Figure 1. Local utilization (run 1).
Scale: 4 px per um. The die is cut into 10 by 10 equal tiles; dark blue is low, red is high, 0 to 100% covered.
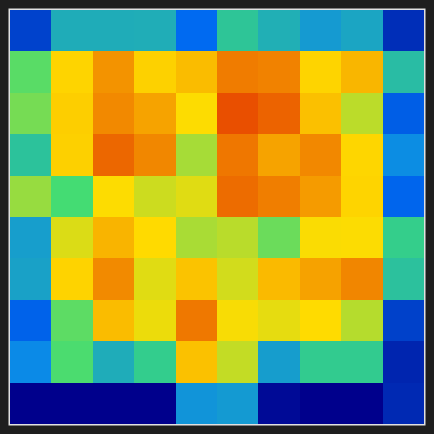
Figure 2. Signal wires on met1 (run 1).
Scale: 6 px per um. Supply wires on this layer in grey.
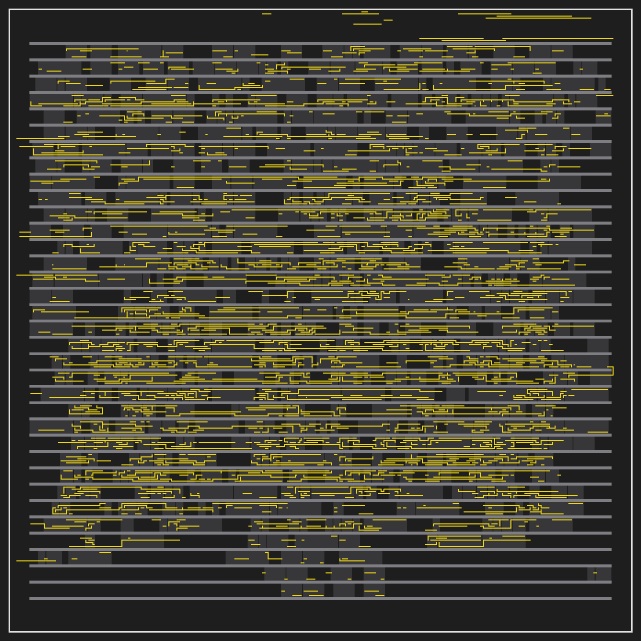
Figure 3. Cells by drive strength (run 1).
Scale: 4 px per um.
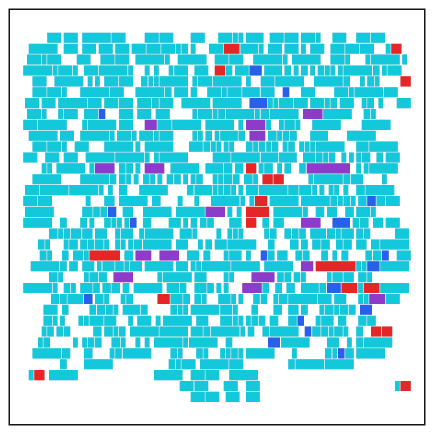
`src/rtl/sdram_sched_pkg.sv`:
```
// Shared types for the SDRAM burst scheduler: controller command codes, scheduler states, address width.
// Latency: none (types and constants only).
// Backpressure: none.
package sdram_sched_pkg;

    localparam int ADDR_WIDTH = 18;

    typedef enum logic [1:0] {
        CMD_IDLE  = 2'd0,
        CMD_WRITE = 2'd1,
        CMD_READ  = 2'd2
    } sdram_cmd_t;

    typedef enum logic [1:0] {
        ST_IDLE  = 2'd0,
        ST_WRITE = 2'd1,
        ST_READ  = 2'd2
    } sched_state_t;

endpackage

```
`src/rtl/burst_address_walker.sv`:
```
// Frame address walker for one direction: advances by one burst per completion, wraps at frame end, realigns on sync.
// Latency: addr_o reflects a pending/arriving sync combinationally while idle; advances register at burst end.
// Backpressure: none; a sync arriving mid-burst waits in a sticky flag until the burst completes.
module burst_address_walker
    import sdram_sched_pkg::*;
#(
    parameter int BURST_LENGTH = 8,
    parameter int VIDEO_END    = 153600
) (
    input  logic                  clk,
    input  logic                  reset,
    input  logic                  active_i,
    input  logic                  advance_i,
    input  logic                  sync_i,
    output logic [ADDR_WIDTH-1:0] addr_o
);

    logic [ADDR_WIDTH-1:0] addr_q, addr_d, addr_inc;
    logic                  pending_q, pending_d, sync_now;

    // Next address: a seen sync forces 0 at burst end or whenever this direction is not bursting
    always_comb begin
        sync_now  = pending_q | sync_i;
        addr_inc  = addr_q + ADDR_WIDTH'(BURST_LENGTH);
        addr_d    = addr_q;
        pending_d = sync_now;
        if (advance_i) begin
            addr_d    = (sync_now || (addr_inc == ADDR_WIDTH'(VIDEO_END))) ? '0 : addr_inc;
            pending_d = 1'b0;
        end else if (!active_i && sync_now) begin
            addr_d    = '0;
            pending_d = 1'b0;
        end
    end

    // A grant in the same cycle as a sync already sees address 0
    assign addr_o = (!active_i && sync_now) ? '0 : addr_q;

    // Address and sticky sync flag registers
    always_ff @(posedge clk) begin
        if (reset) begin
            addr_q    <= '0;
            pending_q <= 1'b0;
        end else begin
            addr_q    <= addr_d;
            pending_q <= pending_d;
        end
    end

endmodule

```
`src/rtl/sdram_burst_scheduler.sv`:
```
// Arbitrates fixed-length SDRAM write/read bursts into a circular frame buffer (read-urgent priority, bounded read streak).
// Latency: command one cycle after eligibility in IDLE; rd_push/rd_data one cycle after data_read_valid; wr_pop same-cycle with data_write load.
// Backpressure: beats advance only on data_write_done / data_read_valid; optional counters under SDRAM_SCHED_STATS_EN.
module sdram_burst_scheduler
    import sdram_sched_pkg::*;
#(
    parameter int BURST_LENGTH     = 8,
    parameter int VIDEO_END        = 153600,
    parameter int LEVEL_WIDTH      = 6,
    parameter int READ_URGENT_FREE = 24,
    parameter int MAX_READ_STREAK  = 4
) (
    input  logic                   clk,
    input  logic                   reset,
    input  logic [LEVEL_WIDTH-1:0] wr_level,
    input  logic [15:0]            wr_data,
    output logic                   wr_pop,
    input  logic                   wr_frame_sync,
    input  logic [LEVEL_WIDTH-1:0] rd_free,
    output logic                   rd_push,
    output logic [15:0]            rd_data,
    input  logic                   rd_frame_sync,
    output logic [1:0]             command,
    output logic [21:0]            data_address,
    output logic [15:0]            data_write,
    input  logic                   data_write_done,
    input  logic [15:0]            data_read,
    input  logic                   data_read_valid,
    output logic                   busy
`ifdef SDRAM_SCHED_STATS_EN
    ,
    output logic [15:0]            write_burst_count,
    output logic [15:0]            read_burst_count,
    output logic [15:0]            urgent_read_count
`endif
);

    localparam int BEAT_W   = $clog2(BURST_LENGTH);
    localparam int STREAK_W = $clog2(MAX_READ_STREAK + 1);

    sched_state_t          state_q;
    sdram_cmd_t            command_q;
    logic [21:0]           data_address_q;
    logic [15:0]           data_write_q, rd_data_q;
    logic                  rd_push_q;
    logic [BEAT_W-1:0]     beat_q;
    logic [STREAK_W-1:0]   streak_q;

    logic                  wr_elig, rd_elig, rd_urgent, streak_at_max;
    logic                  grant_wr, grant_rd, beat_last;
    logic                  wr_beat, rd_beat, wr_end, rd_end;
    logic [ADDR_WIDTH-1:0] wr_addr, rd_addr;

    assign wr_elig       = wr_level >= LEVEL_WIDTH'(BURST_LENGTH);
    assign rd_elig       = rd_free  >= LEVEL_WIDTH'(BURST_LENGTH);
    assign rd_urgent     = rd_free  >= LEVEL_WIDTH'(READ_URGENT_FREE);
    assign streak_at_max = streak_q == STREAK_W'(MAX_READ_STREAK);
    assign beat_last     = beat_q == BEAT_W'(BURST_LENGTH - 1);
    assign wr_beat       = (state_q == ST_WRITE) && data_write_done;
    assign rd_beat       = (state_q == ST_READ)  && data_read_valid;
    assign wr_end        = wr_beat && beat_last;
    assign rd_end        = rd_beat && beat_last;

    // IDLE arbitration: urgent read unless the streak cap hands the slot to a waiting write
    always_comb begin
        grant_wr = 1'b0;
        grant_rd = 1'b0;
        if (state_q == ST_IDLE) begin
            if (rd_elig && rd_urgent && !(streak_at_max && wr_elig)) begin
                grant_rd = 1'b1;
            end else if (wr_elig) begin
                grant_wr = 1'b1;
            end else if (rd_elig) begin
                grant_rd = 1'b1;
            end
        end
    end

    // Pop lands on the same edge that copies the FIFO head into data_write
    assign wr_pop = !reset && (grant_wr || (wr_beat && !beat_last));

    burst_address_walker #(
        .BURST_LENGTH (BURST_LENGTH),
        .VIDEO_END    (VIDEO_END)
    ) u_wr_addr (
        .clk       (clk),
        .reset     (reset),
        .active_i  (state_q == ST_WRITE),
        .advance_i (wr_end),
        .sync_i    (wr_frame_sync),
        .addr_o    (wr_addr)
    );

    burst_address_walker #(
        .BURST_LENGTH (BURST_LENGTH),
        .VIDEO_END    (VIDEO_END)
    ) u_rd_addr (
        .clk       (clk),
        .reset     (reset),
        .active_i  (state_q == ST_READ),
        .advance_i (rd_end),
        .sync_i    (rd_frame_sync),
        .addr_o    (rd_addr)
    );

    // Burst FSM with registered controller-facing outputs
    always_ff @(posedge clk) begin
        if (reset) begin
            state_q        <= ST_IDLE;
            command_q      <= CMD_IDLE;
            data_address_q <= '0;
            data_write_q   <= '0;
            rd_data_q      <= '0;
            rd_push_q      <= 1'b0;
            beat_q         <= '0;
            streak_q       <= '0;
        end else begin
            rd_push_q <= 1'b0;
            case (state_q)
                ST_IDLE: begin
                    if (grant_wr) begin
                        state_q        <= ST_WRITE;
                        command_q      <= CMD_WRITE;
                        data_write_q   <= wr_data;
                        data_address_q <= {{(22-ADDR_WIDTH){1'b0}}, wr_addr};
                        beat_q         <= '0;
                        streak_q       <= '0;
                    end else if (grant_rd) begin
                        state_q        <= ST_READ;
                        command_q      <= CMD_READ;
                        data_address_q <= {{(22-ADDR_WIDTH){1'b0}}, rd_addr};
                        beat_q         <= '0;
                        streak_q       <= wr_elig ? streak_q + STREAK_W'(1) : '0;
                    end
                end
                ST_WRITE: begin
                    if (data_write_done) begin
                        if (beat_last) begin
                            state_q   <= ST_IDLE;
                            command_q <= CMD_IDLE;
                        end else begin
                            beat_q       <= beat_q + BEAT_W'(1);
                            data_write_q <= wr_data;
                        end
                    end
                end
                ST_READ: begin
                    if (data_read_valid) begin
                        rd_data_q <= data_read;
                        rd_push_q <= 1'b1;
                        beat_q    <= beat_q + BEAT_W'(1);
                        if (beat_last) begin
                            state_q   <= ST_IDLE;
                            command_q <= CMD_IDLE;
                        end
                    end
                end
                default: begin
                    state_q   <= ST_IDLE;
                    command_q <= CMD_IDLE;
                end
            endcase
        end
    end

    assign command      = command_q;
    assign busy         = (state_q != ST_IDLE);
    assign data_address = data_address_q;
    assign data_write   = data_write_q;
    assign rd_data      = rd_data_q;
    assign rd_push      = rd_push_q;

`ifdef SDRAM_SCHED_STATS_EN
    logic        urgent_q;
    logic [15:0] wr_cnt_q, rd_cnt_q, urg_cnt_q;

    // Completed-burst counters; read urgency is captured at grant and counted at completion
    always_ff @(posedge clk) begin
        if (reset) begin
            urgent_q  <= 1'b0;
            wr_cnt_q  <= '0;
            rd_cnt_q  <= '0;
            urg_cnt_q <= '0;
        end else begin
            if (grant_rd) urgent_q <= rd_urgent;
            if (wr_end)   wr_cnt_q <= wr_cnt_q + 16'd1;
            if (rd_end) begin
                rd_cnt_q <= rd_cnt_q + 16'd1;
                if (urgent_q) urg_cnt_q <= urg_cnt_q + 16'd1;
            end
        end
    end

    assign write_burst_count = wr_cnt_q;
    assign read_burst_count  = rd_cnt_q;
    assign urgent_read_count = urg_cnt_q;
`endif

endmodule

```
`config.mk`:
```
export PLATFORM = sky130hd
export DESIGN_NAME = sdram_burst_scheduler
export DESIGN_NICKNAME = d
export VERILOG_FILES = /design/src/rtl/sdram_sched_pkg.sv /design/src/rtl/burst_address_walker.sv /design/src/rtl/sdram_burst_scheduler.sv
export SDC_FILE = /design/constraint.sdc
export NUM_CORES = 1
export LEC_CHECK = 0
export CORE_MARGIN = 3
export CORE_UTILIZATION = 50
export DETAILED_ROUTE_END_ITERATION = 6
export GPL_TIMING_DRIVEN = 0
export PLACE_DENSITY = 0.8
export SYNTH_ARGS = -nofsm -noshare
export SYNTH_HDL_FRONTEND = slang
export SYNTH_SLANG_ARGS = --single-unit
```
`constraint.sdc`:
```
create_clock -name clk -period 3.3 [get_ports clk]
set_input_delay 0.99 -clock clk [delete_from_list [all_inputs] [get_ports clk]]
set_output_delay 0.99 -clock clk [all_outputs]
set_load 0.005 [all_outputs]
```
==> flow_summary.html, run 1 <==
<h2>Implementation results</h2>
<table>
<tr><th>Metric</th><th>Value</th></tr>
<tr><th colspan="2">Outcome</th></tr>
<tr><td>Result of the run</td><td>completed</td></tr>
<tr><th colspan="2">Pwr</th></tr>
<tr><td>Tot Pwr</td><td>3842 uW</td></tr>
<tr><td>Leakage power</td><td>0.002225 uW</td></tr>
<tr><td>Peak supply drop</td><td>0.4274 mV</td></tr>
<tr><th colspan="2">Cells and area</th></tr>
<tr><td>Antenna Diode Count</td><td>0</td></tr>
<tr><td>Layout-stage area growth over the synthesis result</td><td>30.37%</td></tr>
<tr><td>Share of final-layout standard cells stronger than drive strength 1</td><td>7.280%</td></tr>
<tr><td>Footprint of the flip-flops and latches</td><td>1942 um^2</td></tr>
<tr><td>Total of fill cells in the finished design</td><td>697</td></tr>
<tr><td>Combinational gate area</td><td>2614 um^2</td></tr>
<tr><th colspan="2">Clocking</th></tr>
<tr><td>Clock Pin Slew Worst Setup and Hold Paths</td><td>100 ps</td></tr>
<tr><td>Post-cts gate resize count</td><td>12</td></tr>
<tr><td>Clock tree from TritonCTS</td><td>done</td></tr>
<tr><td>Number of H-tree levels</td><td>3</td></tr>
<tr><td>Cts bufs inserted</td><td>9</td></tr>
<tr><td>Clk sinks</td><td>97</td></tr>
<tr><td>Hold_buf cts</td><td>0</td></tr>
<tr><td>Max clock buf depth</td><td>2</td></tr>
<tr><td>Latest clock arrival within the worst-skew pair</td><td>380 ps</td></tr>
<tr><td>Post-CTS setup buffer count</td><td>2</td></tr>
<tr><th colspan="2">Critical path</th></tr>
<tr><td>Critical path arrival</td><td>2260 ps</td></tr>
<tr><td>Reg2reg setup slack</td><td>370 ps</td></tr>
<tr><td>End of the critical path</td><td>wr_pop</td></tr>
<tr><td>Critical Path Sink Type</td><td>output port</td></tr>
<tr><td>Crit start category</td><td>input port</td></tr>
<tr><td>Crit. Startpoint</td><td>wr_level[3]</td></tr>
<tr><td>CP Data Required Time</td><td>2310 ps</td></tr>
<tr><td>Worst reg2reg startpoint</td><td>u_wr_addr.addr_q[3]$_SDFF_PP0_</td></tr>
<tr><td>Destination of the worst register-to-register timing path</td><td>u_wr_addr.addr_q[14]$_SDFF_PP0_</td></tr>
<tr><td>Max FO, Critical Path</td><td>5</td></tr>
<tr><th colspan="2">GRT</th></tr>
<tr><td>Wire length of the first global-routing pass</td><td>21310 um</td></tr>
<tr><td>Global-route met2 utilization</td><td>41.17%</td></tr>
<tr><td>GRT met1 Usage</td><td>30.14%</td></tr>
<tr><td>Highest-utilization routing layer at the global route stage</td><td>met2</td></tr>
<tr><td>Met3 layer usage reported by global route</td><td>3.918%</td></tr>
<tr><td>Vias in the first global route</td><td>4482</td></tr>
<tr><th colspan="2">Synth</th></tr>
<tr><td>Number of synthesized flops with an enable pin</td><td>0</td></tr>
<tr><td>Post-synthesis async set-or-reset flop share</td><td>0%</td></tr>
<tr><td>Netlist Area Pre-Place</td><td>4755 um^2</td></tr>
<tr><td>Largest type area fraction</td><td>40.84%</td></tr>
<tr><td>Avg Inst Size Synth</td><td>7.807 um^2</td></tr>
<tr><td>Largest cells by area after synthesis</td><td>sky130_fd_sc_hd__dfxtp_1, sky130_fd_sc_hd__nor2_1, sky130_fd_sc_hd__a21oi_1</td></tr>
<tr><td>Warnings, synthesis</td><td>0</td></tr>
<tr><td>Dominant synthesized flop cell</td><td>sky130_fd_sc_hd__dfxtp_1</td></tr>
<tr><td>Most frequent cell after synthesis</td><td>sky130_fd_sc_hd__dfxtp_1</td></tr>
<tr><td>Registers, synthesis</td><td>97</td></tr>
<tr><th colspan="2">Die</th></tr>
<tr><td>Die width</td><td>103.5 um</td></tr>
<tr><td>I/O pin total</td><td>109</td></tr>
<tr><td>Vertical extent of the die</td><td>103.5 um</td></tr>
<tr><th colspan="2">Final timing</th></tr>
<tr><td>Slew @ Worst Pin</td><td>950.0 ps</td></tr>
<tr><td>Post-route clock period utilization</td><td>98.63%</td></tr>
<tr><td>Final-report max-slew violation count</td><td>0</td></tr>
<tr><td>Final Hold Vio Count</td><td>0</td></tr>
<tr><td>Final Critical Period</td><td>3255 ps</td></tr>
<tr><td>Max frequency</td><td>307.2 MHz</td></tr>
<tr><td>Setup violation total in the final timing report</td><td>0</td></tr>
<tr><th colspan="2">Routing</th></tr>
<tr><td>Initial DRT Pass Iterations</td><td>5</td></tr>
<tr><td>Post-detailed-route count of antenna-violating nets</td><td>0</td></tr>
<tr><td>Vias per std cell</td><td>5.636</td></tr>
<tr><td>Wire length on met1</td><td>5484 um</td></tr>
<tr><td>Met2 wire length</td><td>6571 um</td></tr>
<tr><td>Top layer in use</td><td>met4</td></tr>
<tr><td>Initial drt markers</td><td>311</td></tr>
<tr><td>Met3 routed wirelength</td><td>779 um</td></tr>
<tr><td>Total detailed-routing wirelength</td><td>13120 um</td></tr>
<tr><td>Wire length per cell</td><td>15.36 um</td></tr>
<tr><th colspan="2">Hold path</th></tr>
<tr><td>Number of stages on the worst hold path</td><td>2</td></tr>
<tr><td>Startpoint of the most critical hold path</td><td>rd_data[7]$_SDFFE_PP0P_</td></tr>
<tr><td>Class of the worst hold path</td><td>reg2reg</td></tr>
<tr><th colspan="2">Placement</th></tr>
<tr><td>Detailed-placement wirelength estimate</td><td>9932 um</td></tr>
<tr><td>Placer congestion estimate</td><td>0.9262</td></tr>
<tr><td>Setup slack at placement</td><td>-846.7 ps</td></tr>
<tr><td>Port Buf Inserts</td><td>98</td></tr>
<tr><th colspan="2">Flow run</th></tr>
<tr><td>Tool warning count</td><td>36</td></tr>
<tr><td>Reported max-cap violation count</td><td>0</td></tr>
</table>
Notes on Figure 1 above:
nearly empty tiles: 6.0%
tiles over 75% full: 37%
fullest tile: 91%
mean over tiles: 56%
fp util: 52.97%
share of the core filled with cells: 69.05%
CORE AREA: 8976 um^2

Notes on Figure 2 above:
longest straight run: 26.7 um
nets with wire on the layer: 715
wire length on this layer: 5480 um
share of all routed wire: 42%
main direction: horizontal

Notes on Figure 3 above:
legend:
  blue:
    size: x2
    cells: 18
    share: 2.5%
  cyan:
    size: x1 and smaller
    cells: 675
    share: 93%
  purple:
    size: x6 and larger
    cells: 16
    share: 2.2%
  red:
    size: x3 and x4
    cells: 19
    share: 2.6%

[run 1: power breakdown]
group | total [uW] | switching, uW | internal (uW) | leakage, uW
registers | 1490 | 122 | 1370 | 0.000789
clock network | 839 | 465 | 374 | 0.000111
logic | 1510 | 786 | 728 | 0.00133
[run 1: layout make-up]
cell class                      instances  area share (%)
Tap cell                              126           2.543
Sequential cell                        97           31.33
Inverter                               12          0.7872
Timing Repair Buffer                  102           16.35
Clock inverter                          7           1.534
Buffer                                 44           3.290
Multi-Input combinational cell        457           42.17
Clock buffer                            9           1.998
[run 1: worst max-delay path: stages]
cell	delay (ps)
sky130_fd_sc_hd__clkdlybuf4s50_1	390
sky130_fd_sc_hd__or3_4	420
sky130_fd_sc_hd__o21ai_4	100
sky130_fd_sc_hd__or2_4	150
sky130_fd_sc_hd__a21oi_1	50
sky130_fd_sc_hd__buf_2	150
[run 1: flip-flops by register name (all words and copies together) (netlist names)]
| signal | count |
|---|---|
| data_address | 18 |
| u_rd_addr.addr_q | 18 |
| u_wr_addr.addr_q | 18 |
| data_write | 16 |
| rd_data | 16 |
| beat_q | 3 |
| streak_q | 3 |
| state_q | 2 |
| rd_push | 1 |
| u_rd_addr.pending_q | 1 |
| u_wr_addr.pending_q | 1 |
[run 1: per-stage QoR]
step	TNS [ps]	instance area [um^2]	instances	hold slack, ps
6_report	0	6198	854	458.4
3_3_place_gp	-9634	5904	836	442.2
4_1_cts	0	6157	852	462.9
5_1_grt	0	6198	854	481.7
2_1_floorplan	0	4766	612	437.3
3_5_place_dp	-10680	5904	836	448.7
[run 1: cells by family after synthesis]
group           after synthesis  synth area share, %
compound gates              128                17.45
xor+xnor                      8                1.474
fa+ha+maj                    10                2.632
buf+inv                      58                5.342
flops                        97                40.84
mux                          19                4.000
other cells                   1              0.07887
simple gates                288                28.18
==> run 1 -> run 2 <==
--- a/config.mk
+++ b/config.mk
@@ -10,6 +10,7 @@
 export DETAILED_ROUTE_END_ITERATION = 6
 export GPL_TIMING_DRIVEN = 0
 export PLACE_DENSITY = 0.8
+export SKIP_LAST_GASP = 1
 export SYNTH_ARGS = -nofsm -noshare
 export SYNTH_HDL_FRONTEND = slang
 export SYNTH_SLANG_ARGS = --single-unit
==> run 2 against run 1 <==
  * Sequential share of layout area grew 0.13 points
  * Clock-buffer cell count did not move
  * Clock skew barely moved
  * Die area did not move
  * Via count is 0.52% higher
  * Highest routed layer unchanged
  * Power shrank 0.16%
  * Sequential power hardly changed
  * Combinational power about the same
  * Sequential cell count unchanged
  * First-iteration DRC count is 2.9% lower
  * The flow now finishes with violations (negative setup slack)
  * Register-to-register slack barely moved
==> flow_summary.html, run 2 <==
<h2>Implementation results</h2>
<table>
<tr><th>Metric</th><th>Value</th></tr>
<tr><th colspan="2">Outcome</th></tr>
<tr><td>Result of the run</td><td>finished, violations left</td></tr>
<tr><td>Violations in the final reports</td><td>negative setup slack</td></tr>
<tr><th colspan="2">Critical path</th></tr>
<tr><td>Crit start category</td><td>input port</td></tr>
<tr><td>Buffer-and-inverter tally for the worst setup path</td><td>2</td></tr>
<tr><td>Cell with the largest stage delay on the worst path</td><td>sky130_fd_sc_hd__clkdlybuf4s50_1</td></tr>
<tr><td>Critical path arrival</td><td>2330 ps</td></tr>
<tr><td>CP Data Required Time</td><td>2310 ps</td></tr>
<tr><td>Cell Chain, Critical Path</td><td>clkdlybuf4s50_1, a21oi_2, o21ai_4, or2_4, a21oi_1, clkbuf_2</td></tr>
<tr><td>Max FO, Critical Path</td><td>6</td></tr>
<tr><td>Longest individual stage delay on the worst path</td><td>450 ps</td></tr>
<tr><td>Critical Path Sink Type</td><td>output port</td></tr>
<tr><th colspan="2">Placement</th></tr>
<tr><td>Setup slack at placement</td><td>-846.7 ps</td></tr>
<tr><td>Detailed-placement wirelength estimate</td><td>9932 um</td></tr>
<tr><th colspan="2">Pwr</th></tr>
<tr><td>Combinational share of power</td><td>39.2%</td></tr>
<tr><td>Internal power</td><td>2464 uW</td></tr>
<tr><td>Seq pwr share</td><td>38.8%</td></tr>
<tr><td>Peak supply drop</td><td>0.4280 mV</td></tr>
<tr><td>Leakage power</td><td>0.002190 uW</td></tr>
<tr><td>Net Switching</td><td>1372 uW</td></tr>
<tr><td>Proportion of total power due to net switching</td><td>35.75%</td></tr>
<tr><th colspan="2">Cells and area</th></tr>
<tr><td>Sequential share of cell area</td><td>31.46%</td></tr>
<tr><td>Footprint of the flip-flops and latches</td><td>1942 um^2</td></tr>
<tr><td>Plain + repair buffers</td><td>144</td></tr>
<tr><td>Multi-input logic cell count</td><td>457</td></tr>
<tr><td>Combinational gate area</td><td>2614 um^2</td></tr>
<tr><td>Clock buffer cells</td><td>9</td></tr>
<tr><td>Sequential cell count of the final layout</td><td>97</td></tr>
<tr><td>Layout-stage area growth over the synthesis result</td><td>29.82%</td></tr>
<tr><td>Final-layout clock-cell area share</td><td>3.548%</td></tr>
<tr><td>Buffer share of cell area</td><td>19.36%</td></tr>
<tr><td>Share of the core filled with cells</td><td>68.76%</td></tr>
<tr><td>Antenna Diode Count</td><td>0</td></tr>
<tr><td>Number of non-clock inverters in the layout</td><td>12</td></tr>
<tr><th colspan="2">Synth</th></tr>
<tr><td>Largest type area fraction</td><td>40.84%</td></tr>
<tr><td>Area fraction in full adders, half adders and majority gates</td><td>2.632%</td></tr>
<tr><td>Avg Inst Size Synth</td><td>7.807 um^2</td></tr>
<tr><td>Post-synthesis share of cell area spent on xor and xnor gates</td><td>1.474%</td></tr>
<tr><td>Dominant synthesized flop cell</td><td>sky130_fd_sc_hd__dfxtp_1</td></tr>
<tr><td>Post-synthesis async set-or-reset flop share</td><td>0%</td></tr>
<tr><td>Simple share</td><td>28.18%</td></tr>
<tr><td>Area fraction in compound gates</td><td>17.45%</td></tr>
<tr><td>Number of synthesized flops with an enable pin</td><td>0</td></tr>
<tr><td>Mux contribution to synthesized area</td><td>4.000%</td></tr>
<tr><td>Largest cells by area after synthesis</td><td>sky130_fd_sc_hd__dfxtp_1, sky130_fd_sc_hd__nor2_1, sky130_fd_sc_hd__a21oi_1</td></tr>
<tr><td>Most frequent cell after synthesis</td><td>sky130_fd_sc_hd__dfxtp_1</td></tr>
<tr><td>Netlist Area Pre-Place</td><td>4755 um^2</td></tr>
<tr><td>Warnings, synthesis</td><td>0</td></tr>
<tr><th colspan="2">Die</th></tr>
<tr><td>Fp util</td><td>52.97%</td></tr>
<tr><td>CORE AREA</td><td>8976 um^2</td></tr>
<tr><td># Taps</td><td>126</td></tr>
<tr><td>Vertical extent of the die</td><td>103.5 um</td></tr>
<tr><th colspan="2">Clocking</th></tr>
<tr><td>Cts bufs inserted</td><td>9</td></tr>
<tr><td>Clock tree from TritonCTS</td><td>done</td></tr>
<tr><td>Latest clock arrival within the worst-skew pair</td><td>370 ps</td></tr>
<tr><td>Clock Pin Slew Worst Setup and Hold Paths</td><td>100 ps</td></tr>
<tr><td>Max clock buf depth</td><td>2</td></tr>
<tr><td>Number of H-tree levels</td><td>3</td></tr>
<tr><th colspan="2">Routing</th></tr>
<tr><td>Vias per std cell</td><td>5.678</td></tr>
<tr><td>Post-detailed-route count of antenna-violating nets</td><td>0</td></tr>
<tr><td>Total detailed-routing wirelength</td><td>13100 um</td></tr>
<tr><td>Initial drt markers</td><td>302</td></tr>
<tr><td>Initial DRT Pass Iterations</td><td>5</td></tr>
<tr><td>Wire length per cell</td><td>15.38 um</td></tr>
<tr><th colspan="2">Final timing</th></tr>
<tr><td>Max frequency</td><td>301.4 MHz</td></tr>
<tr><td>Final Critical Period</td><td>3317 ps</td></tr>
<tr><td>Worst setup margin</td><td>-17.32 ps</td></tr>
<tr><td>Setup violation total in the final timing report</td><td>1</td></tr>
<tr><td>Slew @ Worst Pin</td><td>922.2 ps</td></tr>
<tr><td>Final-report max-slew violation count</td><td>0</td></tr>
<tr><th colspan="2">Flow run</th></tr>
<tr><td>Tool warning count</td><td>38</td></tr>
<tr><td>Reported max-cap violation count</td><td>0</td></tr>
<tr><th colspan="2">GRT</th></tr>
<tr><td>Vias in the first global route</td><td>4482</td></tr>
<tr><td>Wire length of the first global-routing pass</td><td>21310 um</td></tr>
<tr><th colspan="2">Hold path</th></tr>
<tr><td>Class of the worst hold path</td><td>reg2reg</td></tr>
</table>
==> run 2: cell counts after synthesis <==
Identical to the previous run, type by type.
==> run 2: power groups by stage <==
| stage | registers, uW | logic, uW | clock network, uW |
|---|---|---|---|
| 3_3_place_gp | 1500 | 1450 | 0 |
| 6_report | 1490 | 1500 | 843 |
| 2_1_floorplan | 1510 | 830 | 0 |
| 4_1_cts | 1490 | 1500 | 856 |
| 3_5_place_dp | 1510 | 1480 | 0 |
| 5_1_grt | 1510 | 1660 | 907 |
==> run 2: stage by stage <==
stage	power [uW]	area [um^2]	std cells	hold slack (ps)
2_1_floorplan	2338	4766	612	437.3
3_3_place_gp	2960	5904	836	442.2
3_5_place_dp	2995	5904	836	448.7
4_1_cts	3847	6162	852	462.9
5_1_grt	4079	6172	852	481.7
6_report	3836	6172	852	458.5
==> run 2: final timing paths <==
| check | from | to | slack (ps) | depth (start not counted) |
|---|---|---|---|---|
| min | rd_data[7]$_SDFFE_PP0P_ | rd_data[7]$_SDFFE_PP0P_ | 460 | 2 |
| min reg2reg | rd_data[7]$_SDFFE_PP0P_ | rd_data[7]$_SDFFE_PP0P_ | 460 | 2 |
| max reg2reg | u_wr_addr.addr_q[3]$_SDFF_PP0_ | u_wr_addr.addr_q[14]$_SDFF_PP0_ | 380 | 9 |
| max | rd_free[4] | wr_pop | -20 | 6 |
==> run 2: repair_timing <==
| action | CTS | global route |
|---|---|---|
| gates resized | 10 | 3 |
| buffers inserted | 2 | 0 |
| pin swaps | 2 | 1 |
| endpoints found under the setup margin | 10 | 17 |
| cloned | 0 | 0 |
==> run 2: per-layer routing <==
layer	track usage [%]	wire [um]	part of all wire (%)	vias up
met1	30.14	5449	42	2252
li1	-	-	-	2369
met4	8.357	291	2.2	0
met3	3.918	830	6.3	26
met2	41.17	6532	50	191
met5	0	0	0	-
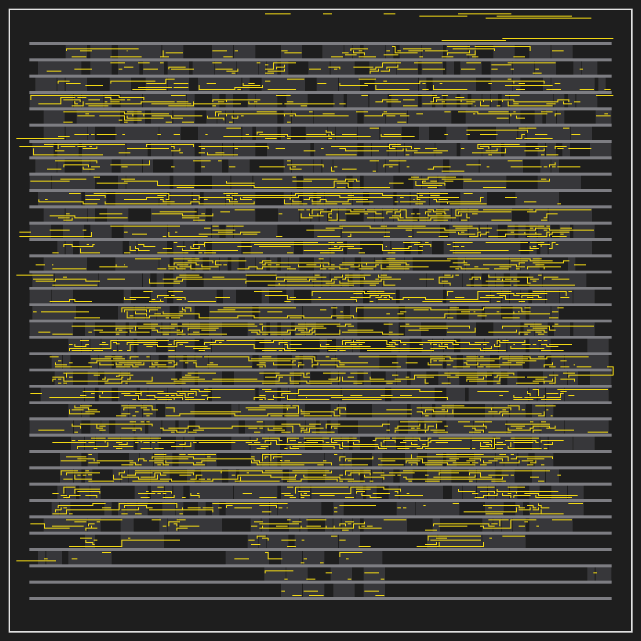
Figure 4: run 2, signal wires on met1.
Scale: 6 px per um. Supply wires on this layer in grey.
longest straight run: 30.8 um
share of all routed wire: 42%
nets with wire on the layer: 710
main direction: horizontal

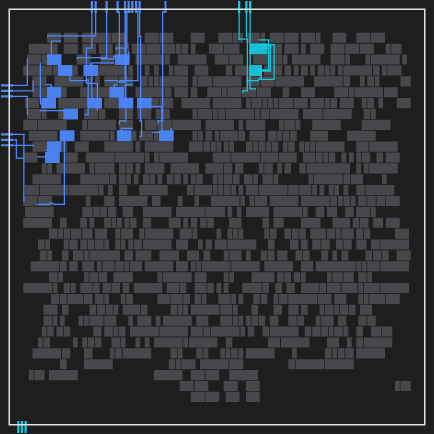
Figure 5: run 2, nets reached from selected ports.
Scale: 4 px per um.
legend:
  cyan:
    port: rd_free
    bits: 6
    direction: input
    end_cells: 2
    wire: 107 um
  blue:
    port: wr_data
    bits: 16
    direction: input
    end_cells: 16
    wire: 428 um
Port Buf Inserts: 98
I/O pin total: 109

==> run 2 -> run 3 <==
==> constraint.sdc (replaced) <==
create_clock -name clk -period 3.6 [get_ports clk]
set_input_delay 1.08 -clock clk [delete_from_list [all_inputs] [get_ports clk]]
set_output_delay 1.08 -clock clk [all_outputs]
set_load 0.005 [all_outputs]
==> run 3 against run 2 <==
  * The flow now finishes without violations
  * Sequential cell count stayed put
  * Clock power is 8.4% lower
  * Combinational power is 8% lower
  * Utilization is 0.18 points lower
  * Sequential power is 9% lower
  * Die area stayed put
  * Sequential share of layout area is 0.083 points higher
  * Worst hold slack hardly changed
  * Clock-buffer cell count stayed put
  * Via count is 0.85% lower
  * Non-clock buffer count stayed put
  * Critical path type unchanged
  * Largest cell class unchanged
==> flow_summary.html, run 3 <==
<h2>Implementation results</h2>
<table>
<tr><th>Metric</th><th>Value</th></tr>
<tr><th colspan="2">Routing</th></tr>
<tr><td>Number of remaining DRC errors</td><td>0</td></tr>
<tr><td>Post-detailed-route count of antenna-violating nets</td><td>0</td></tr>
<tr><td>Vias per std cell</td><td>5.630</td></tr>
<tr><th colspan="2">Pwr</th></tr>
<tr><td>Proportion of total power due to net switching</td><td>35.72%</td></tr>
<tr><td>Internal power</td><td>2257 uW</td></tr>
<tr><td>Leakage power</td><td>0.002186 uW</td></tr>
<tr><td>Seq pwr share</td><td>38.9%</td></tr>
<tr><td>Combinational share of power</td><td>39.2%</td></tr>
<tr><td>Tot Pwr</td><td>3512 uW</td></tr>
<tr><td>Net Switching</td><td>1254 uW</td></tr>
<tr><th colspan="2">Synth</th></tr>
<tr><td>Comb area leader</td><td>simple AND/OR/NAND/NOR gates</td></tr>
<tr><td>Area fraction in compound gates</td><td>17.45%</td></tr>
<tr><td>Post-synthesis share of cell area spent on xor and xnor gates</td><td>1.474%</td></tr>
<tr><td>Post-synthesis async set-or-reset flop share</td><td>0%</td></tr>
<tr><td>Netlist Area Pre-Place</td><td>4755 um^2</td></tr>
<tr><td>Most frequent cell after synthesis</td><td>sky130_fd_sc_hd__dfxtp_1</td></tr>
<tr><td>Registers, synthesis</td><td>97</td></tr>
<tr><td>Mux contribution to synthesized area</td><td>4.000%</td></tr>
<tr><td>Share of synthesized area occupied by flip-flops and latches</td><td>40.84%</td></tr>
<tr><td>Warnings, synthesis</td><td>0</td></tr>
<tr><td>Dominant synthesized flop cell</td><td>sky130_fd_sc_hd__dfxtp_1</td></tr>
<tr><td>Simple share</td><td>28.18%</td></tr>
<tr><td>Largest cells by area after synthesis</td><td>sky130_fd_sc_hd__dfxtp_1, sky130_fd_sc_hd__nor2_1, sky130_fd_sc_hd__a21oi_1</td></tr>
<tr><td>Area fraction in full adders, half adders and majority gates</td><td>2.632%</td></tr>
<tr><th colspan="2">Final timing</th></tr>
<tr><td>Final-report max-slew violation count</td><td>0</td></tr>
<tr><td>Slew @ Worst Pin</td><td>930.5 ps</td></tr>
<tr><td>Final Critical Period</td><td>3468 ps</td></tr>
<tr><td>Setup violation total in the final timing report</td><td>0</td></tr>
<tr><td>Post-route setup TNS</td><td>0 ps</td></tr>
<tr><td>Smallest hold slack</td><td>458.3 ps</td></tr>
<tr><td>Max frequency</td><td>288.3 MHz</td></tr>
<tr><th colspan="2">Outcome</th></tr>
<tr><td>Result of the run</td><td>completed</td></tr>
<tr><th colspan="2">GRT</th></tr>
<tr><td>Highest-utilization routing layer at the global route stage</td><td>met2</td></tr>
<tr><td>Met3 layer usage reported by global route</td><td>3.918%</td></tr>
<tr><td>Vias in the first global route</td><td>4490</td></tr>
<tr><th colspan="2">Placement</th></tr>
<tr><td>Detailed-placement wirelength estimate</td><td>9932 um</td></tr>
<tr><td>Placed standard-cell area</td><td>5904 um^2</td></tr>
<tr><td>Port Buf Inserts</td><td>98</td></tr>
<tr><td>Instance count after placement with tap cells included</td><td>836</td></tr>
<tr><td>Placer congestion estimate</td><td>0.9262</td></tr>
<tr><th colspan="2">Die</th></tr>
<tr><td>I/O pin total</td><td>109</td></tr>
<tr><td>Die width</td><td>103.5 um</td></tr>
<tr><td>Vertical extent of the die</td><td>103.5 um</td></tr>
<tr><th colspan="2">Critical path</th></tr>
<tr><td>Cell Chain, Critical Path</td><td>clkdlybuf4s50_1, a21oi_2, o21ai_4, or2_4, a21oi_1, clkbuf_2</td></tr>
<tr><td>Depth of the worst register-to-register path</td><td>9</td></tr>
<tr><td>Reg2reg setup slack</td><td>680 ps</td></tr>
<tr><td>Buffer-and-inverter tally for the worst setup path</td><td>2</td></tr>
<tr><td>Worst reg2reg startpoint</td><td>u_wr_addr.addr_q[3]$_SDFF_PP0_</td></tr>
<tr><td>Crit start category</td><td>input port</td></tr>
<tr><td>Longest individual stage delay on the worst path</td><td>440 ps</td></tr>
<tr><td>CP delay by family, top</td><td>buffers and inverters</td></tr>
<tr><td>Cell with the largest stage delay on the worst path</td><td>sky130_fd_sc_hd__clkdlybuf4s50_1</td></tr>
<tr><td>CP Data Required Time</td><td>2520 ps</td></tr>
<tr><th colspan="2">Cells and area</th></tr>
<tr><td>Share of the core filled with cells</td><td>68.58%</td></tr>
<tr><td>Final standard cell count with taps included and fillers excluded</td><td>852</td></tr>
<tr><td>Layout-stage area growth over the synthesis result</td><td>29.47%</td></tr>
<tr><td>Share of final-layout standard cells stronger than drive strength 1</td><td>6.612%</td></tr>
<tr><td>Antenna Diode Count</td><td>0</td></tr>
<tr><td>Design area</td><td>6156 um^2</td></tr>
<tr><th colspan="2">Clocking</th></tr>
<tr><td>Clock Pin Slew Worst Setup and Hold Paths</td><td>100 ps</td></tr>
<tr><td>Number of H-tree levels</td><td>3</td></tr>
<tr><td>Latest clock arrival within the worst-skew pair</td><td>370 ps</td></tr>
<tr><td>Clk sinks</td><td>97</td></tr>
<tr><td>Clock tree from TritonCTS</td><td>done</td></tr>
<tr><th colspan="2">Hold path</th></tr>
<tr><td>Number of stages on the worst hold path</td><td>2</td></tr>
<tr><td>Class of the worst hold path</td><td>reg2reg</td></tr>
<tr><td>Hold-critical path endpoint</td><td>rd_data[7]$_SDFFE_PP0P_</td></tr>
</table>
run 3: cell counts after synthesis:
No cell type changed its count.
run 3: logic make-up after synthesis:
| group | after synthesis |
|---|---|
| adder cells (fa/ha/maj) | 10 |
| multiplexers | 19 |
| other | 1 |
| flip-flops | 97 |
| AND-OR/OR-AND | 128 |
| buffers and inverters | 58 |
| XOR/XNOR | 8 |
| AND/OR/NAND/NOR | 288 |
run 3: repair_timing:
action | CTS | global route
setup buffers | 2 | 0
pin swaps | 2 | 1
hold buffers | 0 | 0
setup endpoints to repair | 1 | 10
gates resized | 7 | 3
run 3: power groups by stage:
stage | clock (uW) | sequential (uW) | combinational (uW)
after floorplan | 0 | 1380 | 761
final | 772 | 1360 | 1380
after CTS | 785 | 1360 | 1370
after detailed placement | 0 | 1390 | 1360
after global routing | 833 | 1390 | 1520
after global placement | 0 | 1380 | 1330
run 3: worst max-delay path by stage:
stage	startpoint	depth (start not counted)	end	slack [ps]
3_3_place_gp	wr_level[4]	7	wr_pop	-720
5_1_grt	state_q[0]$_SDFFE_PP0P_	5	busy	50
4_1_cts	wr_level[3]	6	wr_pop	10
6_report	rd_free[4]	6	wr_pop	130
2_1_floorplan	wr_level[4]	5	wr_pop	390
3_5_place_dp	wr_level[4]	7	wr_pop	-730
run 3: per-layer routing:
metal | vias to the layer above | part of all wire (%)
met4 | 0 | 2.3
met3 | 27 | 5.8
met2 | 167 | 50
met1 | 2232 | 42
li1 | 2371 | -
met5 | - | 0
run 3: area by class of cell:
type                    count  area (um^2)
flip-flops and latches     97         1942
repair buffers            100        991.0
clock inverters             7        95.09
plain buffers              44        202.7
multi-input cells         457         2599
fillers                   703         2820
clock buffers               9        123.9
inverters                  12        45.04
well taps                 126        157.7
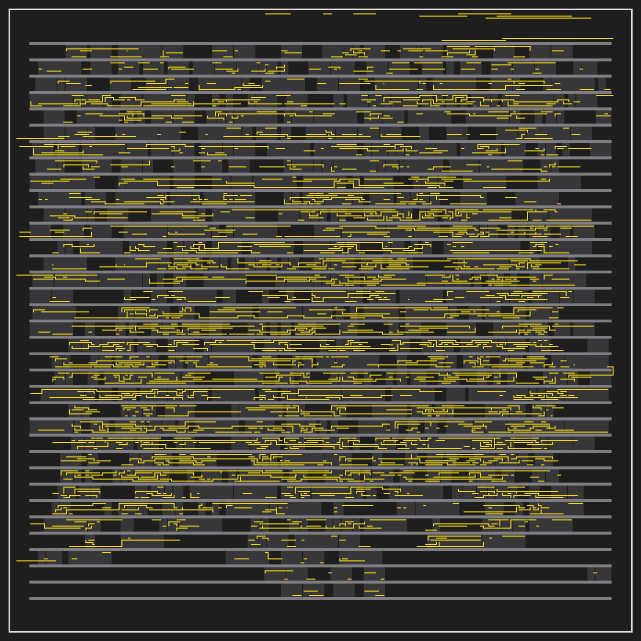
Figure 6: run 3, signal wires on met1.
Scale: 6 px per um. Supply wires on this layer in grey.
via count: 4797
GRT met1 Usage: 30.18%
total detailed-routing wirelength: 13030 um

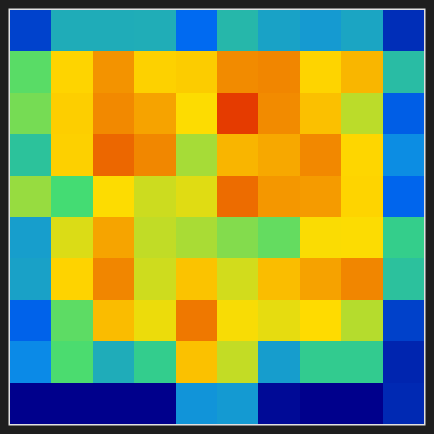
Figure 7: run 3, local utilization.
Scale: 4 px per um. The die is cut into 10 by 10 equal tiles; dark blue is low, red is high, 0 to 100% covered.
nearly empty tiles: 6.0%
mean over tiles: 56%
tiles over 75% full: 36%

No activity file was given, so power comes from the tool's default toggle rates.
